File: src/rtl/fp_add_seq.sv
// fp_add_seq: multi-cycle binary32 add/subtract with flush-to-zero inputs and outputs,
// round-to-nearest-even, and valid/ready handshakes; one operation in flight at a time.
module fp_add_seq #(
  parameter logic [31:0] QNAN = 32'h7FC0_0000
) (
  input  logic        clk,
  input  logic        rst_n,
  input  logic        in_valid,
  output logic        in_ready,
  input  logic [31:0] a,
  input  logic [31:0] b,
  input  logic        sub,
  output logic        out_valid,
  input  logic        out_ready,
  output logic [31:0] result,
  output logic [2:0]  flags
);

  typedef enum logic [2:0] {
    S_IDLE  = 3'd0,
    S_ALIGN = 3'd1,
    S_ADD   = 3'd2,
    S_NORM  = 3'd3,
    S_ROUND = 3'd4,
    S_DONE  = 3'd5
  } state_t;

  localparam logic [2:0] FLG_INV = 3'b100;
  localparam logic [2:0] FLG_OVF = 3'b010;
  localparam logic [2:0] FLG_UNF = 3'b001;

  state_t      state_r;
  logic [31:0] a_r;
  logic [31:0] b_r;
  logic        sx_r;
  logic        sub_eff_r;
  logic [7:0]  ex_r;
  logic [25:0] mx_r;
  logic [25:0] my_r;
  logic [26:0] sum_r;
  logic [7:0]  exp_r;
  logic [24:0] mant_r;
  logic        in_ready_r;
  logic        out_valid_r;
  logic [31:0] result_r;
  logic [2:0]  flags_r;

  logic        sb_eff_s;
  logic        a_nan_s;
  logic        b_nan_s;
  logic        a_inf_s;
  logic        b_inf_s;
  logic        a_zero_s;
  logic        b_zero_s;
  logic        spec_s;
  logic [31:0] spec_res_s;
  logic [2:0]  spec_flags_s;

  logic [31:0] x_s;
  logic [31:0] y_s;
  logic [7:0]  d_s;
  logic [25:0] my_full_s;
  logic [25:0] my_shr_s;
  logic [25:0] my_mask_s;
  logic [25:0] my_s;

  logic [4:0]  lz_s;
  logic [7:0]  norm_exp_s;
  logic [24:0] norm_mant_s;
  logic [8:0]  exp_inc_s;

  logic        round_up_s;
  logic [30:0] rnd_s;

  // Leading-zero count of a 26-bit mantissa; 26 when the input is all zeros.
  function automatic logic [4:0] lzc26(input logic [25:0] v);
    logic [4:0] n;
    n = 5'd26;
    for (int i = 0; i < 26; i++) begin
      if (v[i]) begin
        n = 5'(25 - i);
      end
    end
    return n;
  endfunction

  assign in_ready  = in_ready_r;
  assign out_valid = out_valid_r;
  assign result    = result_r;
  assign flags     = flags_r;

  // Operand classification and the results that bypass the arithmetic pipeline.
  always_comb begin
    sb_eff_s     = sub ^ b[31];
    a_nan_s      = (a[30:23] == 8'hFF) && (a[22:0] != 23'd0);
    b_nan_s      = (b[30:23] == 8'hFF) && (b[22:0] != 23'd0);
    a_inf_s      = (a[30:23] == 8'hFF) && (a[22:0] == 23'd0);
    b_inf_s      = (b[30:23] == 8'hFF) && (b[22:0] == 23'd0);
    a_zero_s     = (a[30:23] == 8'd0);
    b_zero_s     = (b[30:23] == 8'd0);
    spec_s       = 1'b1;
    spec_res_s   = 32'd0;
    spec_flags_s = 3'b000;
    if (a_nan_s || b_nan_s || (a_inf_s && b_inf_s && (a[31] != sb_eff_s))) begin
      spec_res_s   = QNAN;
      spec_flags_s = FLG_INV;
    end else if (a_inf_s) begin
      spec_res_s = {a[31], 8'hFF, 23'd0};
    end else if (b_inf_s) begin
      spec_res_s = {sb_eff_s, 8'hFF, 23'd0};
    end else if (a_zero_s && b_zero_s) begin
      spec_res_s = {a[31] & sb_eff_s, 31'd0};
    end else begin
      spec_s = 1'b0;
    end
  end

  // Alignment: X is the larger magnitude; Y is shifted onto X's grid with a jammed sticky bit.
  always_comb begin
    if (a_r[30:0] >= b_r[30:0]) begin
      x_s = a_r;
      y_s = b_r;
    end else begin
      x_s = b_r;
      y_s = a_r;
    end
    d_s       = x_s[30:23] - y_s[30:23];
    my_full_s = {1'b1, y_s[22:0], 2'b00};
    my_shr_s  = my_full_s >> d_s[4:0];
    my_mask_s = (26'd1 << d_s[4:0]) - 26'd1;
    if (y_s[30:23] == 8'd0) begin
      my_s = 26'd0;
    end else if (d_s >= 8'd26) begin
      my_s = 26'd1;
    end else begin
      my_s = {my_shr_s[25:1], my_shr_s[0] | (|(my_full_s & my_mask_s))};
    end
  end

  // Leading-one normalizer; the hidden bit is dropped since it is always 1 after the shift.
  always_comb begin
    lz_s        = lzc26(sum_r[25:0]);
    norm_mant_s = 25'(sum_r[25:0] << lz_s);
    exp_inc_s   = {1'b0, ex_r} + 9'd1;
    if ({1'b0, ex_r} > {4'd0, lz_s}) begin
      norm_exp_s = ex_r - {3'd0, lz_s};
    end else begin
      norm_exp_s = 8'd0;
    end
  end

  // Round to nearest even on {guard, sticky}; a mantissa carry ripples into the exponent.
  always_comb begin
    round_up_s = mant_r[1] & (mant_r[0] | mant_r[2]);
    rnd_s      = {exp_r, mant_r[24:2]} + {30'd0, round_up_s};
  end

  // Stage sequencer with registered handshake, result and flag outputs.
  always_ff @(posedge clk or negedge rst_n) begin
    if (!rst_n) begin
      state_r     <= S_IDLE;
      a_r         <= 32'd0;
      b_r         <= 32'd0;
      sx_r        <= 1'b0;
      sub_eff_r   <= 1'b0;
      ex_r        <= 8'd0;
      mx_r        <= 26'd0;
      my_r        <= 26'd0;
      sum_r       <= 27'd0;
      exp_r       <= 8'd0;
      mant_r      <= 25'd0;
      in_ready_r  <= 1'b1;
      out_valid_r <= 1'b0;
      result_r    <= 32'd0;
      flags_r     <= 3'b000;
    end else begin
      case (state_r)
        S_IDLE: begin
          if (in_valid && in_ready_r) begin
            a_r        <= {a[31], a[30:23], a_zero_s ? 23'd0 : a[22:0]};
            b_r        <= {sb_eff_s, b[30:23], b_zero_s ? 23'd0 : b[22:0]};
            in_ready_r <= 1'b0;
            if (spec_s) begin
              result_r    <= spec_res_s;
              flags_r     <= spec_flags_s;
              out_valid_r <= 1'b1;
              state_r     <= S_DONE;
            end else begin
              flags_r <= 3'b000;
              state_r <= S_ALIGN;
            end
          end else begin
            state_r <= S_IDLE;
          end
        end
        S_ALIGN: begin
          sx_r      <= x_s[31];
          sub_eff_r <= x_s[31] ^ y_s[31];
          ex_r      <= x_s[30:23];
          mx_r      <= {1'b1, x_s[22:0], 2'b00};
          my_r      <= my_s;
          state_r   <= S_ADD;
        end
        S_ADD: begin
          if (sub_eff_r) begin
            sum_r <= {1'b0, mx_r} - {1'b0, my_r};
          end else begin
            sum_r <= {1'b0, mx_r} + {1'b0, my_r};
          end
          state_r <= S_NORM;
        end
        S_NORM: begin
          if (sum_r == 27'd0) begin
            result_r    <= 32'd0;
            out_valid_r <= 1'b1;
            state_r     <= S_DONE;
          end else if (sum_r[26]) begin
            if (exp_inc_s == 9'd255) begin
              result_r    <= {sx_r, 8'hFF, 23'd0};
              flags_r     <= FLG_OVF;
              out_valid_r <= 1'b1;
              state_r     <= S_DONE;
            end else begin
              exp_r   <= exp_inc_s[7:0];
              mant_r  <= {sum_r[25:2], sum_r[1] | sum_r[0]};
              state_r <= S_ROUND;
            end
          end else if (norm_exp_s == 8'd0) begin
            result_r    <= {sx_r, 31'd0};
            flags_r     <= FLG_UNF;
            out_valid_r <= 1'b1;
            state_r     <= S_DONE;
          end else begin
            exp_r   <= norm_exp_s;
            mant_r  <= norm_mant_s;
            state_r <= S_ROUND;
          end
        end
        S_ROUND: begin
          if (rnd_s[30:23] == 8'hFF) begin
            result_r <= {sx_r, 8'hFF, 23'd0};
            flags_r  <= FLG_OVF;
          end else begin
            result_r <= {sx_r, rnd_s};
          end
          out_valid_r <= 1'b1;
          state_r     <= S_DONE;
        end
        S_DONE: begin
          if (out_ready) begin
            out_valid_r <= 1'b0;
            in_ready_r  <= 1'b1;
            state_r     <= S_IDLE;
          end else begin
            state_r <= S_DONE;
          end
        end
        default: begin
          out_valid_r <= 1'b0;
          in_ready_r  <= 1'b1;
          state_r     <= S_IDLE;
        end
      endcase
    end
  end

endmodule
File: config.mk
export PLATFORM = sky130hd
export DESIGN_NAME = fp_add_seq
export DESIGN_NICKNAME = d
export VERILOG_FILES = /design/src/rtl/fp_add_seq.sv
export SDC_FILE = /design/constraint.sdc
export NUM_CORES = 1
export LEC_CHECK = 0
export ABC_CLOCK_PERIOD_IN_PS = 7370
export CAP_MARGIN = 10
export CORE_MARGIN = 1
export CORE_UTILIZATION = 30
export DETAILED_ROUTE_END_ITERATION = 6
export GPL_TIMING_DRIVEN = 0
export PLACE_DENSITY_LB_ADDON = 0.08
export SLEW_MARGIN = 20
export SYNTH_ARGS = -nofsm -noshare
export SYNTH_HDL_FRONTEND = slang
export SYNTH_SLANG_ARGS = --single-unit
File: constraint.sdc
create_clock -name clk -period 7.37 [get_ports clk]
set_clock_uncertainty 0.2 [all_clocks]
set_input_delay 1.1055 -clock clk [delete_from_list [all_inputs] [get_ports clk]]
set_output_delay 1.1055 -clock clk [all_outputs]
set_load 0.02 [all_outputs]
==> run_1/placement.png <==
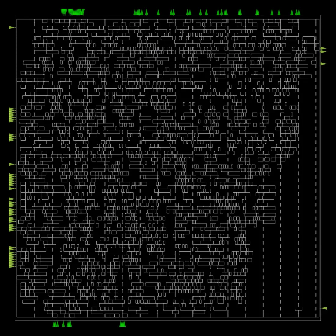
# fillers: 5940
Tap Cells: 748
registers: 224
Final Core Density: 0.361

==> run_1/layer_met3.png <==
Drawn at 1 px/um.
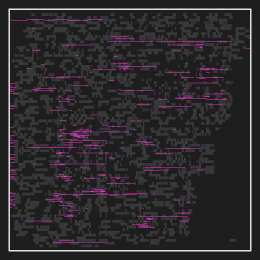
main direction	horizontal
wire length on this layer	2510 um
nets with wire on the layer	206
longest straight run	78.9 um
share of all routed wire	3.9%

==> job_summary.md, run 1 <==
### Yosys + OpenROAD results

| Metric | Value |
|---|---|
| Vias in the first global route | `15700` |
| Synth Area in Compound Gates | `0.228` |
| Hold buffer count at CTS | `0` |
| Main area contributors | `dfrtp_1 33%, mux2i_1 6.7%, ha_1 6.7%, o21ai_0 4.8%, nor2_1 4.6%` |
| Fin area | `20000 sq um` |
| Min-delay worst type | `input port to async pin` |
| Max clock buf depth | `3` |
| Gpl congestion | `0.906` |
| Final setup violation count | `0` |
| Met1 Wirelength | `30000 um` |
| Initial antenna violation count | `1` |
| Clk Latency, worst-skew pair | `580 ps` |
| Maximum clock rate | `0.144 GHz` |
| Adder-cell share of the synthesized area | `0.0700` |
| Slew margin rel. | `0.356` |
| Total GRT Usage | `0.222` |
| Post-synth ARST share | `1.00` |
| Avg WL per Cell | `21.8 um` |
| RR Startpoint | `b_r[18]` |
| Largest net degree at the start of global routing | `91` |
| Commonest flop | `dfrtp_1` |
| Crit path capture type | `register` |
| Outcome | `complete, no violations` |
| Setup TNS | `0 ps` |
| Main logic family after synthesis | `AND-OR/OR-AND gates` |
| Overflow after GRT | `0` |
| Comb area share | `0.526` |
==> run_1/sizes.png <==
Drawn at 1.5 px/um.
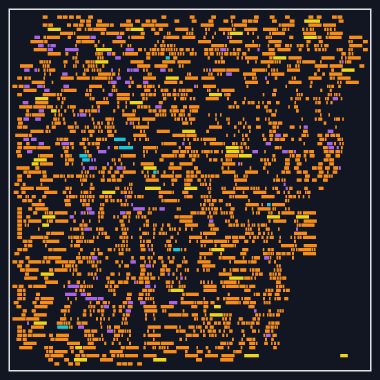
size	color	cells	share
_6 and larger	yellow	40	1.8%
_3 and _4 cells	cyan	9	0.41%
_0 and _1 cells	orange	2028	93%
_2 cells	purple	112	5.1%

==> run 2: changes to the inputs <==
--- a/config.mk
+++ b/config.mk
@@ -12,6 +12,7 @@
 export DETAILED_ROUTE_END_ITERATION = 6
 export GPL_TIMING_DRIVEN = 0
 export PLACE_DENSITY_LB_ADDON = 0.08
+export SKIP_CTS_REPAIR_TIMING = 1
 export SLEW_MARGIN = 20
 export SYNTH_ARGS = -nofsm -noshare
 export SYNTH_HDL_FRONTEND = slang
==> run_2/placement.png <==
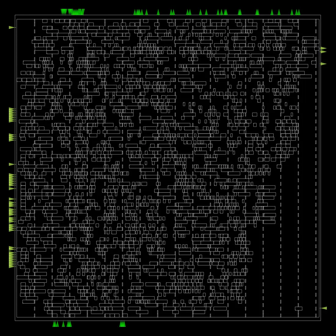
Rows: 86
Seq area share: 0.280
Final Core Density: 0.361
Post-Layout Cell Count: 2937

==> run_2/placement_by_type.png <==
Drawn at 2 px/um.
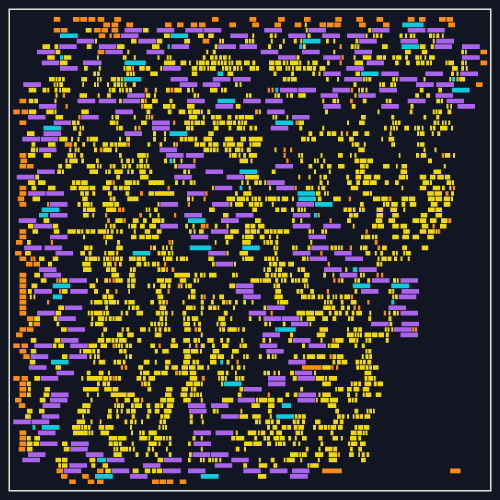
class	color	cells	share of their area
sequential cells	purple	224	29%
clock drivers and dummy loads	cyan	50	5.0%
combinational and other logic	yellow	1689	57%
remaining buffers and delay cells	orange	226	8.4%

==> run 2 against run 1 <==
Net effect:
- synthesized area is the same
- hold slack lost 1.0 ps
- worst setup slack worse by 11 ps
- utilization about the same
- via count decreased by 0.38%
- synthesized cell count unchanged
- maximum frequency down 0.16%
- routed wire length is 0.12% lower
- global-route usage stayed put
==> job_summary.md, run 2 <==
### Yosys + OpenROAD results

| Metric | Value |
|---|---|
| Crit path capture type | `register` |
| Outcome | `complete, no violations` |
| Initial antenna violation count | `1 (unchanged)` |
| Slew margin rel. | `0.355 (-0.00190)` |
| Largest net degree at the start of global routing | `91 (unchanged)` |
| Overflow after GRT | `0 (unchanged)` |
| Vias in the first global route | `15700 (unchanged)` |
| Main area contributors | `dfrtp_1 33%, mux2i_1 6.7%, ha_1 6.7%, o21ai_0 4.8%, nor2_1 4.6%` |
| Total GRT Usage | `0.222 (unchanged)` |
| Min-delay worst type | `input port to async pin` |
| Tap Cells | `748 (unchanged)` |
| Comb area share | `0.526 (about the same)` |
| RR Startpoint | `b_r[18]` |
| Setup TNS | `0 ps (unchanged)` |
| Met1 Wirelength | `30100 um (+0.33%)` |
| # fillers | `5940 (unchanged)` |
| Synth Area in Compound Gates | `0.228 (unchanged)` |
| Final setup violation count | `0 (unchanged)` |
==> run 3: changes to the inputs <==
--- a/config.mk
+++ b/config.mk
@@ -9,6 +9,7 @@
 export CAP_MARGIN = 10
 export CORE_MARGIN = 1
 export CORE_UTILIZATION = 30
+export CTS_CLUSTER_DIAMETER = 60
 export DETAILED_ROUTE_END_ITERATION = 6
 export GPL_TIMING_DRIVEN = 0
 export PLACE_DENSITY_LB_ADDON = 0.08
==> run 3 against run 2 <==
Net effect:
- count of clock-buffer cells in the layout up 13
- critical endpoint is now my_r[3]
- critical path type unchanged
- maximum frequency shrank 1.6%
==> job_summary.md, run 3 <==
### Yosys + OpenROAD results

| Metric | Value |
|---|---|
| Outcome | `complete, no violations` |
| Largest net degree at the start of global routing | `91 (unchanged)` |
| Tap Cells | `748 (unchanged)` |
| # diodes | `0` |
| EDFF count, synth | `0` |
| Clkbuf count | `48` |
| Clock slew at reported path FFs | `60 ps` |
| Main logic family after synthesis | `AND-OR/OR-AND gates` |
| Met1 Wirelength | `29800 um (-0.79%)` |
| Final setup violation count | `0 (unchanged)` |
| # fillers | `5938 (-0.034%)` |
| Main area contributors | `dfrtp_1 33%, mux2i_1 6.7%, ha_1 6.7%, o21ai_0 4.8%, nor2_1 4.6%` |
| Via count | `16100` |
| Total GRT Usage | `0.223 (+0.00170)` |
| Initial antenna violation count | `0 (-1)` |
| Overflow after GRT | `0 (unchanged)` |
| Min-delay worst type | `register to register` |
| Worst slew pin tran | `946 ps` |
| Comb area share | `0.521 (-0.00448)` |
| Vias in the first global route | `15800 (+0.36%)` |
| CTS Buf Count | `34` |
| Top cells by count | `223 x dfrtp_1, 207 x nor2_1, 201 x nand2_1` |
| Crit path capture type | `register` |
| Slew margin rel. | `0.365 (+0.0103)` |
| RR Startpoint | `b_r[22]` |
| IO Port Bufs | `105` |
| Register area | `5610 sq um` |
| Rows | `86 (unchanged)` |
| Setup TNS | `0 ps (unchanged)` |
| Synth Area in Compound Gates | `0.228 (unchanged)` |
| Post-route ant nets | `0` |
==> run_3/placement.png <==
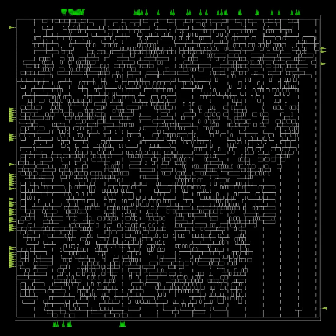
Core ar.: 55500 sq um
Seq area share: 0.277
Post-Layout Cell Count: 2949
Final Core Density: 0.364

==> run_3/placement_by_type.png <==
Drawn at 2 px/um.
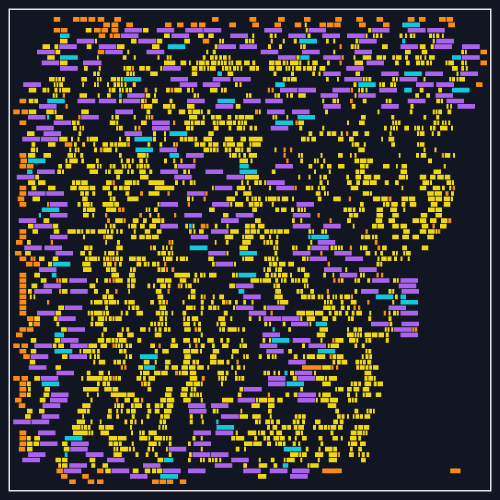
class	color	cells	share of their area
clock drivers and dummy loads	cyan	62	5.8%
sequential cells	purple	224	29%
combinational and other logic	yellow	1689	57%
remaining buffers and delay cells	orange	226	8.3%
fin area: 20200 sq um

